Run 1, track usage over the die:
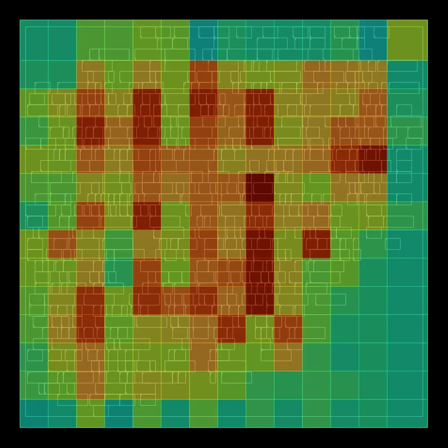
Run 1, zoomed window:
Region (35, 15) to (65, 45) um. Cells in gray, sequential cells in the stronger gray; small squares are vias.
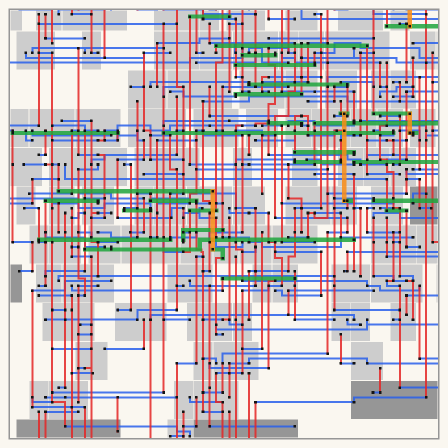
Run 1, gate families picked out:
Scale: 6 px per um.
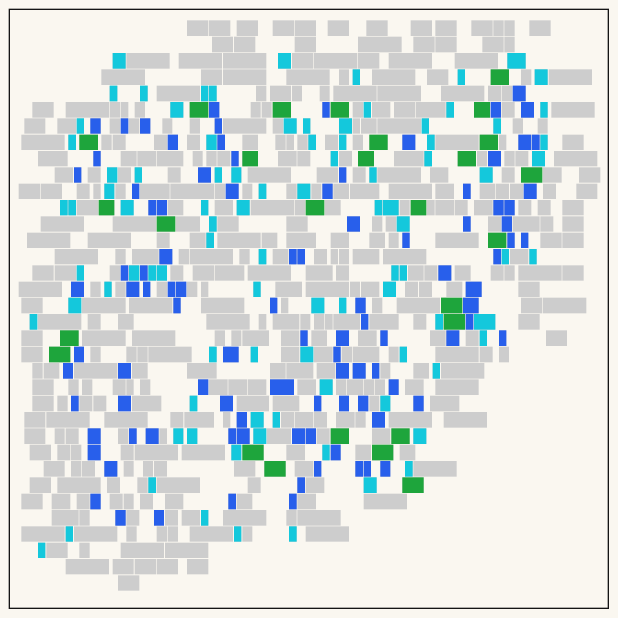
Run 1, metal 4:
Scale: 4 px per um. Supply wires on this layer in gray.
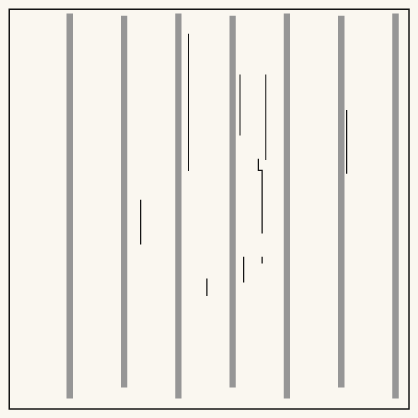
===== src/rtl/bayer_stream_gen_if.sv =====
// Capture-side pixel bus between the Bayer stream source and the image pipeline.
// oDVAL qualifies oDATA/oX_Cont/oY_Cont each cycle; there is no ready, so the consumer must take every valid beat.
interface bayer_stream_gen_if;
  logic        iSTART;
  logic        iCONT;
  logic        iSTOP;
  logic [1:0]  iPATTERN;
  logic [11:0] oDATA;
  logic        oDVAL;
  logic [10:0] oX_Cont;
  logic [10:0] oY_Cont;
  logic        oFVAL;
  logic        oFRAME_DONE;
  logic [15:0] oFRAME_CNT;
  logic [1:0]  dbgState;

  modport master (
    input  iSTART, iCONT, iSTOP, iPATTERN,
    output oDATA, oDVAL, oX_Cont, oY_Cont, oFVAL, oFRAME_DONE, oFRAME_CNT, dbgState
  );

  modport slave (
    output iSTART, iCONT, iSTOP, iPATTERN,
    input  oDATA, oDVAL, oX_Cont, oY_Cont, oFVAL, oFRAME_DONE, oFRAME_CNT, dbgState
  );
endinterface


===== src/rtl/bayer_stream_gen.sv =====
// Raw GRBG Bayer frame source with line/frame blanking and four test patterns.
// Every output is a flop whose D input is derived from the next-state values.
module bayer_stream_gen #(
  parameter int H_ACTIVE = 640,
  parameter int V_ACTIVE = 480,
  parameter int H_BLANK  = 16,
  parameter int V_BLANK  = 4
) (
  input  logic iCLK,
  input  logic iRST,
  bayer_stream_gen_if.master bus
);
  localparam int VB_CYCLES = V_BLANK * (H_ACTIVE + H_BLANK);
  localparam int VB_W = (VB_CYCLES > 1) ? $clog2(VB_CYCLES) : 1;
  localparam int HB_W = (H_BLANK > 1) ? $clog2(H_BLANK) : 1;
  localparam logic [10:0]     X_LAST  = 11'(H_ACTIVE - 1);
  localparam logic [10:0]     Y_LAST  = 11'(V_ACTIVE - 1);
  localparam logic [HB_W-1:0] HB_LAST = HB_W'(H_BLANK - 1);
  localparam logic [VB_W-1:0] VB_LAST = VB_W'(VB_CYCLES - 1);

  typedef enum logic [1:0] {
    IDLE   = 2'd0,
    ACTIVE = 2'd1,
    HBLANK = 2'd2,
    VBLANK = 2'd3
  } state_t;

  state_t          state, stateNxt;
  logic [10:0]     x, xNxt;
  logic [10:0]     y, yNxt;
  logic [HB_W-1:0] hCnt, hCntNxt;
  logic [VB_W-1:0] vCnt, vCntNxt;
  logic [1:0]      pattern, patternNxt;
  logic            stopFlag, stopFlagNxt;

  logic [11:0]     dataD;
  logic            dvalD;
  logic            fvalD;
  logic            doneD;

  always_ff @(posedge iCLK) begin
    if (iRST) begin
      state           <= IDLE;
      x               <= '0;
      y               <= '0;
      hCnt            <= '0;
      vCnt            <= '0;
      pattern         <= '0;
      stopFlag        <= 1'b0;
      bus.oDATA       <= '0;
      bus.oDVAL       <= 1'b0;
      bus.oFVAL       <= 1'b0;
      bus.oFRAME_DONE <= 1'b0;
      bus.oFRAME_CNT  <= '0;
    end else begin
      state           <= stateNxt;
      x               <= xNxt;
      y               <= yNxt;
      hCnt            <= hCntNxt;
      vCnt            <= vCntNxt;
      pattern         <= patternNxt;
      stopFlag        <= stopFlagNxt;
      bus.oDATA       <= dataD;
      bus.oDVAL       <= dvalD;
      bus.oFVAL       <= fvalD;
      bus.oFRAME_DONE <= doneD;
      if (doneD) begin
        bus.oFRAME_CNT <= bus.oFRAME_CNT + 16'd1;
      end
    end
  end

  always_comb begin
    stateNxt    = state;
    xNxt        = x;
    yNxt        = y;
    hCntNxt     = hCnt;
    vCntNxt     = vCnt;
    patternNxt  = pattern;
    stopFlagNxt = stopFlag | bus.iSTOP;
    unique case (state)
      IDLE: begin
        // A stop alone is meaningless here; with a start it limits the run to one frame.
        stopFlagNxt = 1'b0;
        if (bus.iSTART) begin
          stateNxt    = ACTIVE;
          xNxt        = '0;
          yNxt        = '0;
          patternNxt  = bus.iPATTERN;
          stopFlagNxt = bus.iSTOP;
        end
      end
      ACTIVE: begin
        if (x == X_LAST) begin
          stateNxt = HBLANK;
          hCntNxt  = '0;
        end else begin
          xNxt = x + 11'd1;
        end
      end
      HBLANK: begin
        if (hCnt == HB_LAST) begin
          if (y != Y_LAST) begin
            stateNxt = ACTIVE;
            xNxt     = '0;
            yNxt     = y + 11'd1;
          end else begin
            stateNxt = VBLANK;
            vCntNxt  = '0;
          end
        end else begin
          hCntNxt = hCnt + HB_W'(1);
        end
      end
      VBLANK: begin
        if (vCnt == VB_LAST) begin
          if (bus.iCONT && !(stopFlag || bus.iSTOP)) begin
            stateNxt   = ACTIVE;
            xNxt       = '0;
            yNxt       = '0;
            patternNxt = bus.iPATTERN;
          end else begin
            stateNxt    = IDLE;
            stopFlagNxt = 1'b0;
          end
        end else begin
          vCntNxt = vCnt + VB_W'(1);
        end
      end
    endcase
  end

  always_comb begin
    dvalD = (stateNxt == ACTIVE);
    fvalD = (stateNxt == ACTIVE) || (stateNxt == HBLANK);
    doneD = (stateNxt == VBLANK) && (vCntNxt == VB_LAST);
    dataD = '0;
    if (dvalD) begin
      case (patternNxt)
        2'd0: begin
          // GRBG phase: even row G/R, odd row B/G.
          case ({yNxt[0], xNxt[0]})
            2'b01:   dataD = 12'hFFF;
            2'b10:   dataD = 12'h000;
            default: dataD = 12'h800;
          endcase
        end
        2'd1:    dataD = {xNxt[10:0], 1'b0};
        2'd2:    dataD = {yNxt[8:0], 3'b000};
        default: dataD = (xNxt[3] ^ yNxt[3]) ? 12'hFFF : 12'h000;
      endcase
    end
  end

  assign bus.oX_Cont  = x;
  assign bus.oY_Cont  = y;
  assign bus.dbgState = state;
endmodule


===== src/flat_wrapper.sv =====
// flat-port wrapper written by rule: the top's interface ports become plain ports
module bayer_stream_gen_flat 
#(
  parameter int H_ACTIVE = 640,
  parameter int V_ACTIVE = 480,
  parameter int H_BLANK  = 16,
  parameter int V_BLANK  = 4
)
  (iCLK, iRST, bus_iSTART, bus_iCONT, bus_iSTOP, bus_iPATTERN, bus_oDATA, bus_oDVAL, bus_oX_Cont, bus_oY_Cont, bus_oFVAL, bus_oFRAME_DONE, bus_oFRAME_CNT, bus_dbgState);
  bayer_stream_gen_if bus_i ();
  input  logic iCLK;
  input  logic iRST;
  input wire logic [$bits(bus_i.iSTART)-1:0] bus_iSTART;
  input wire logic [$bits(bus_i.iCONT)-1:0] bus_iCONT;
  input wire logic [$bits(bus_i.iSTOP)-1:0] bus_iSTOP;
  input wire logic [$bits(bus_i.iPATTERN)-1:0] bus_iPATTERN;
  output wire logic [$bits(bus_i.oDATA)-1:0] bus_oDATA;
  output wire logic [$bits(bus_i.oDVAL)-1:0] bus_oDVAL;
  output wire logic [$bits(bus_i.oX_Cont)-1:0] bus_oX_Cont;
  output wire logic [$bits(bus_i.oY_Cont)-1:0] bus_oY_Cont;
  output wire logic [$bits(bus_i.oFVAL)-1:0] bus_oFVAL;
  output wire logic [$bits(bus_i.oFRAME_DONE)-1:0] bus_oFRAME_DONE;
  output wire logic [$bits(bus_i.oFRAME_CNT)-1:0] bus_oFRAME_CNT;
  output wire logic [$bits(bus_i.dbgState)-1:0] bus_dbgState;
  assign bus_i.iSTART = bus_iSTART;
  assign bus_i.iCONT = bus_iCONT;
  assign bus_i.iSTOP = bus_iSTOP;
  assign bus_i.iPATTERN = bus_iPATTERN;
  assign bus_oDATA = bus_i.oDATA;
  assign bus_oDVAL = bus_i.oDVAL;
  assign bus_oX_Cont = bus_i.oX_Cont;
  assign bus_oY_Cont = bus_i.oY_Cont;
  assign bus_oFVAL = bus_i.oFVAL;
  assign bus_oFRAME_DONE = bus_i.oFRAME_DONE;
  assign bus_oFRAME_CNT = bus_i.oFRAME_CNT;
  assign bus_dbgState = bus_i.dbgState;
  bayer_stream_gen #(.H_ACTIVE(H_ACTIVE), .V_ACTIVE(V_ACTIVE), .H_BLANK(H_BLANK), .V_BLANK(V_BLANK)) u_core (.iCLK(iCLK), .iRST(iRST), .bus(bus_i));
endmodule

===== config.mk =====
export PLATFORM = sky130hd
export DESIGN_NAME = bayer_stream_gen_flat
export DESIGN_NICKNAME = d
export VERILOG_FILES = /design/src/rtl/bayer_stream_gen_if.sv /design/src/rtl/bayer_stream_gen.sv /design/src/flat_wrapper.sv
export SDC_FILE = /design/constraint.sdc
export NUM_CORES = 1
export LEC_CHECK = 0
export CORE_UTILIZATION = 45
export CTS_CLUSTER_SIZE = 24
export DETAILED_ROUTE_END_ITERATION = 12
export GPL_ROUTABILITY_DRIVEN = 0
export PLACE_DENSITY = 0.76
export SYNTH_ARGS = -nofsm -noshare
export SYNTH_HDL_FRONTEND = slang
export SYNTH_SLANG_ARGS = --single-unit

===== constraint.sdc =====
create_clock -name iCLK -period 5.3 [get_ports iCLK]
set_input_delay 1.06 -clock iCLK [delete_from_list [all_inputs] [get_ports iCLK]]
set_output_delay 1.06 -clock iCLK [all_outputs]
set_load 0.02 [all_outputs]

==> impl_metrics.csv, run 1 <==
group,metric,value,unit
final_layout,synthToLayoutAreaGrowth,19.45,%
route,met2_length,5153,um
synthesis,yosysWarnings,0,
pwr,p_leak,0.001746,uW
synthesis,syn-instance-count,549,
placed_design,dp_cells,711,
clock_tree,clock_latency,0.35,ns
critical_path,rrSetupSlack,0.87,ns
final_layout,final_core_util,55.40,%
critical_path,reg2regPathDepth,13,
hold_path,holdPathStages,2,
clock_tree,cts_sinks,74,
final_layout,final_nets,611,
critical_path,rr_endpoint,"u_core.bus.oFRAME_CNT[14]$_SDFFE_PP0P_",
final_layout,fin_cells,727,
placed_design,place_ws,0.7466,ns
critical_path,critPathLaunchType,"register",
outcome,run_status,"complete, no violations",
route,routed_via_density,5.993,
timing,hold_viol,0,
clock_tree,root_buffer,"clkbuf_8",
critical_path,arrival,4.71,ns
synthesis,yosys.area_share.aoi,25.52,%
critical_path,crit_type,"register to register",
final_layout,final_cell_area,5119,um^2
route,wl_met1,5376,um
critical_path,crit_chain,"ha_1 -> and4_1 -> and4_1 -> a311oi_1 -> o21ai_0 -> ha_1 -> nor2b_1 -> o211ai_1 -> a211oi_2 -> o2111ai_2 -> or2_1 -> or4_1 -> a21oi_1",
job,cap_violations,0,
synthesis,synth_flops,74,
timing,finClkSkew,0.007770,ns
pwr,netSwitchingFraction,27.45,%
Back to the opening pictures, 'track usage over the die':
met1 Use GR: 33.30%
gr usage total: 24.09%

Back to the opening pictures, 'zoomed window':
Orange shows metal 4. Red shows metal 2. Green shows metal 3. Blue shows metal 1.
84 logic cells have their middle in the window. Sequential cells in the window: 1. Most frequent: nand2_1 (12), nand3_1 (7), a21oi_1 (7). Netlist names of flops here include u_core.vCnt (1).

Back to the opening pictures, 'gate families picked out':
Green shows non-inverting ao/oa cells, cells 27. Cyan shows nor cells, cells 91, where all over the die. Blue shows nand cells, cells 99.
Commonest Layout Cell: dfxtp_1
combinational share of cell area: 50.99%

Back to the opening pictures, 'metal 4':
The wires run mostly vertical. The layer holds 1.1% of the routed length. 7 nets have wire on it.
vias after detailed routing: 4357
final wirelength: 11560 um

-- run 1: final cells by class --
type | instances | area share (%)
inverters | 13 | 0.9533
well taps | 129 | 3.153
multi-input cells | 430 | 50.99
clock buffers | 12 | 3.031
repair buffers | 65 | 12.42
flip-flops and latches | 74 | 28.94
clock inverters | 4 | 0.5133
-- run 1: flip-flops by register name, summed over array words and instances, names as in the netlist --
| signal | flops |
|---|---|
| u_core.bus.dbgState | 2 |
| u_core.stopFlag | 1 |
| u_core.bus.oDATA | 12 |
| u_core.vCnt | 12 |
| u_core.bus.oX_Cont | 11 |
| u_core.hCnt | 4 |
| u_core.bus.oFRAME_CNT | 16 |
| u_core.pattern | 2 |
| u_core.bus.oFVAL | 1 |
| u_core.bus.oY_Cont | 11 |
| u_core.bus.oDVAL | 1 |
| u_core.bus.oFRAME_DONE | 1 |
==> run 2: changes to the inputs <==
Settings changed: PLACE_DENSITY 0.76 to 0.79.
Clock period 5.3 ns to 4 ns, I/O delays scaled along.
Run 2, wire density map:
Scale: 4 px per um. The die is cut into 20 by 20 equal tiles; white is low, dark blue is high, scaled to the fullest tile. Values are wire area over tile area, all layers added.
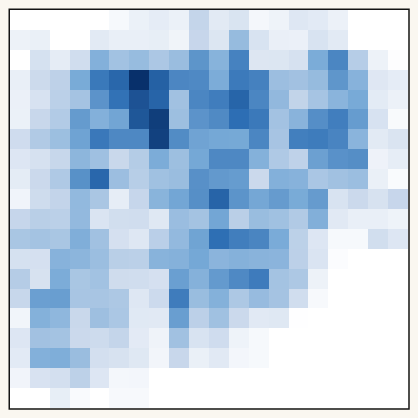
The emptiest ninth of the die: lower right. 19% of the tiles are over half the peak. 19% of the tiles are nearly empty. The mean over all tiles is 0.20. The fullest tile reaches 0.69.
WL/cell: 16.06 um
vias after detailed routing: 4527
final wirelength: 11920 um
gr usage total: 24.32%

==> run 2 against run 1 <==
Sequential power grew 33%. Area after synthesis unchanged. Critical path depth rose by 3. First-iteration DRC count decreased by 0.48%. Critical path type unchanged. Critical endpoint is now u_core.bus.oFRAME_CNT[9]$_SDFFE_PP0P_.
==> impl_metrics.csv, run 2 <==
group,metric,value,unit
outcome,run_status,"complete, no violations",
final_layout,final_nets,627,
final_layout,final_cell_area,5254,um^2
clock_tree,root_buffer,"clkbuf_8",
final_layout,antennaDiodeCount,0,
placed_design,place_ws,0.02911,ns
final_layout,reg_top3,"u_core.bus.oFRAME_CNT: 16 flops, u_core.bus.oDATA: 12 flops, u_core.vCnt: 12 flops",
final_layout,regMostFlops,"u_core.bus.oFRAME_CNT",
placed_design,dp_cells,727,
final_layout,final_core_util,56.86,%
synthesis,syn-instance-count,549,
critical_path,rr_endpoint,"u_core.bus.oFRAME_CNT[9]$_SDFFE_PP0P_",
pwr,p_int,1133,uW
synthesis,synth_flops,74,
global_route,use_met3,4.568,%
clock_tree,clock_latency,0.36,ns
clock_tree,cts_resized,0,
critical_path,arrival,4.04,ns
die,dieHeight,99.59,um
final_layout,synthToLayoutAreaGrowth,22.60,%
pwr,netSwitchingFraction,26.70,%
synthesis,synthFlopType,"dfxtp_1",
pwr,vdd_drop_max,0.0001731,V
timing,hold_viol,0,
die,fp-utilization,46.38,%
final_layout,fin_cells,742,
synthesis,yosysWarnings,0,
route,routed_via_density,6.101,
route,met2_length,5238,um
hold_path,holdPathStages,2,
critical_path,critPathLaunchType,"register",
critical_path,path_delay_family,"simple AND/OR/NAND/NOR gates",
die,die_x,99.59,um
critical_path,slowest_stage,"or4b_4",
clock_tree,hold_buffers,0,
critical_path,rrSetupSlack,0.25,ns
job,cap_violations,0,
critical_path,crit_type,"register to register",
critical_path,worstPathMaxFanout,12,
pwr,powerSeq,760,uW
route,wl_met1,5620,um
final_layout,largest_reg_flops,16,
clock_tree,cts_sinks,74,
pwr,p_leak,0.001822,uW
timing,finClkSkew,0.01126,ns
critical_path,reg2regPathDepth,16,
global_route,use_met1,34.67,%
final_layout,layout_top_cell,"dfxtp_1",
[run 2: cell counts after synthesis]
Identical to the previous run, type by type.
[run 2: cell type report]
class                           instances  area, um^2
Inverter                               13       48.80
Multi-Input combinational cell        430        2613
Sequential cell                        74        1481
Tap cell                              129       161.4
Clock inverter                          4       52.55
Timing Repair Buffer                   81       755.7
Clock buffer                           11       141.4
Fill cell                             839        3986
[run 2: logic make-up (layout without fill, tap and decap cells)]
family                   Yosys count  in the layout  share of synthesized area, %
flip-flops                        74             74                         34.57
buffers and inverters             45            109                         4.526
AND-OR/OR-AND                    166            166                         25.52
adder cells (fa/ha/maj)           11             11                         3.212
AND/OR/NAND/NOR                  240            240                         29.37
multiplexers                       4              4                        0.9635
XOR/XNOR                           9              9                         1.840
Power is estimated from default activity; no workload was simulated.
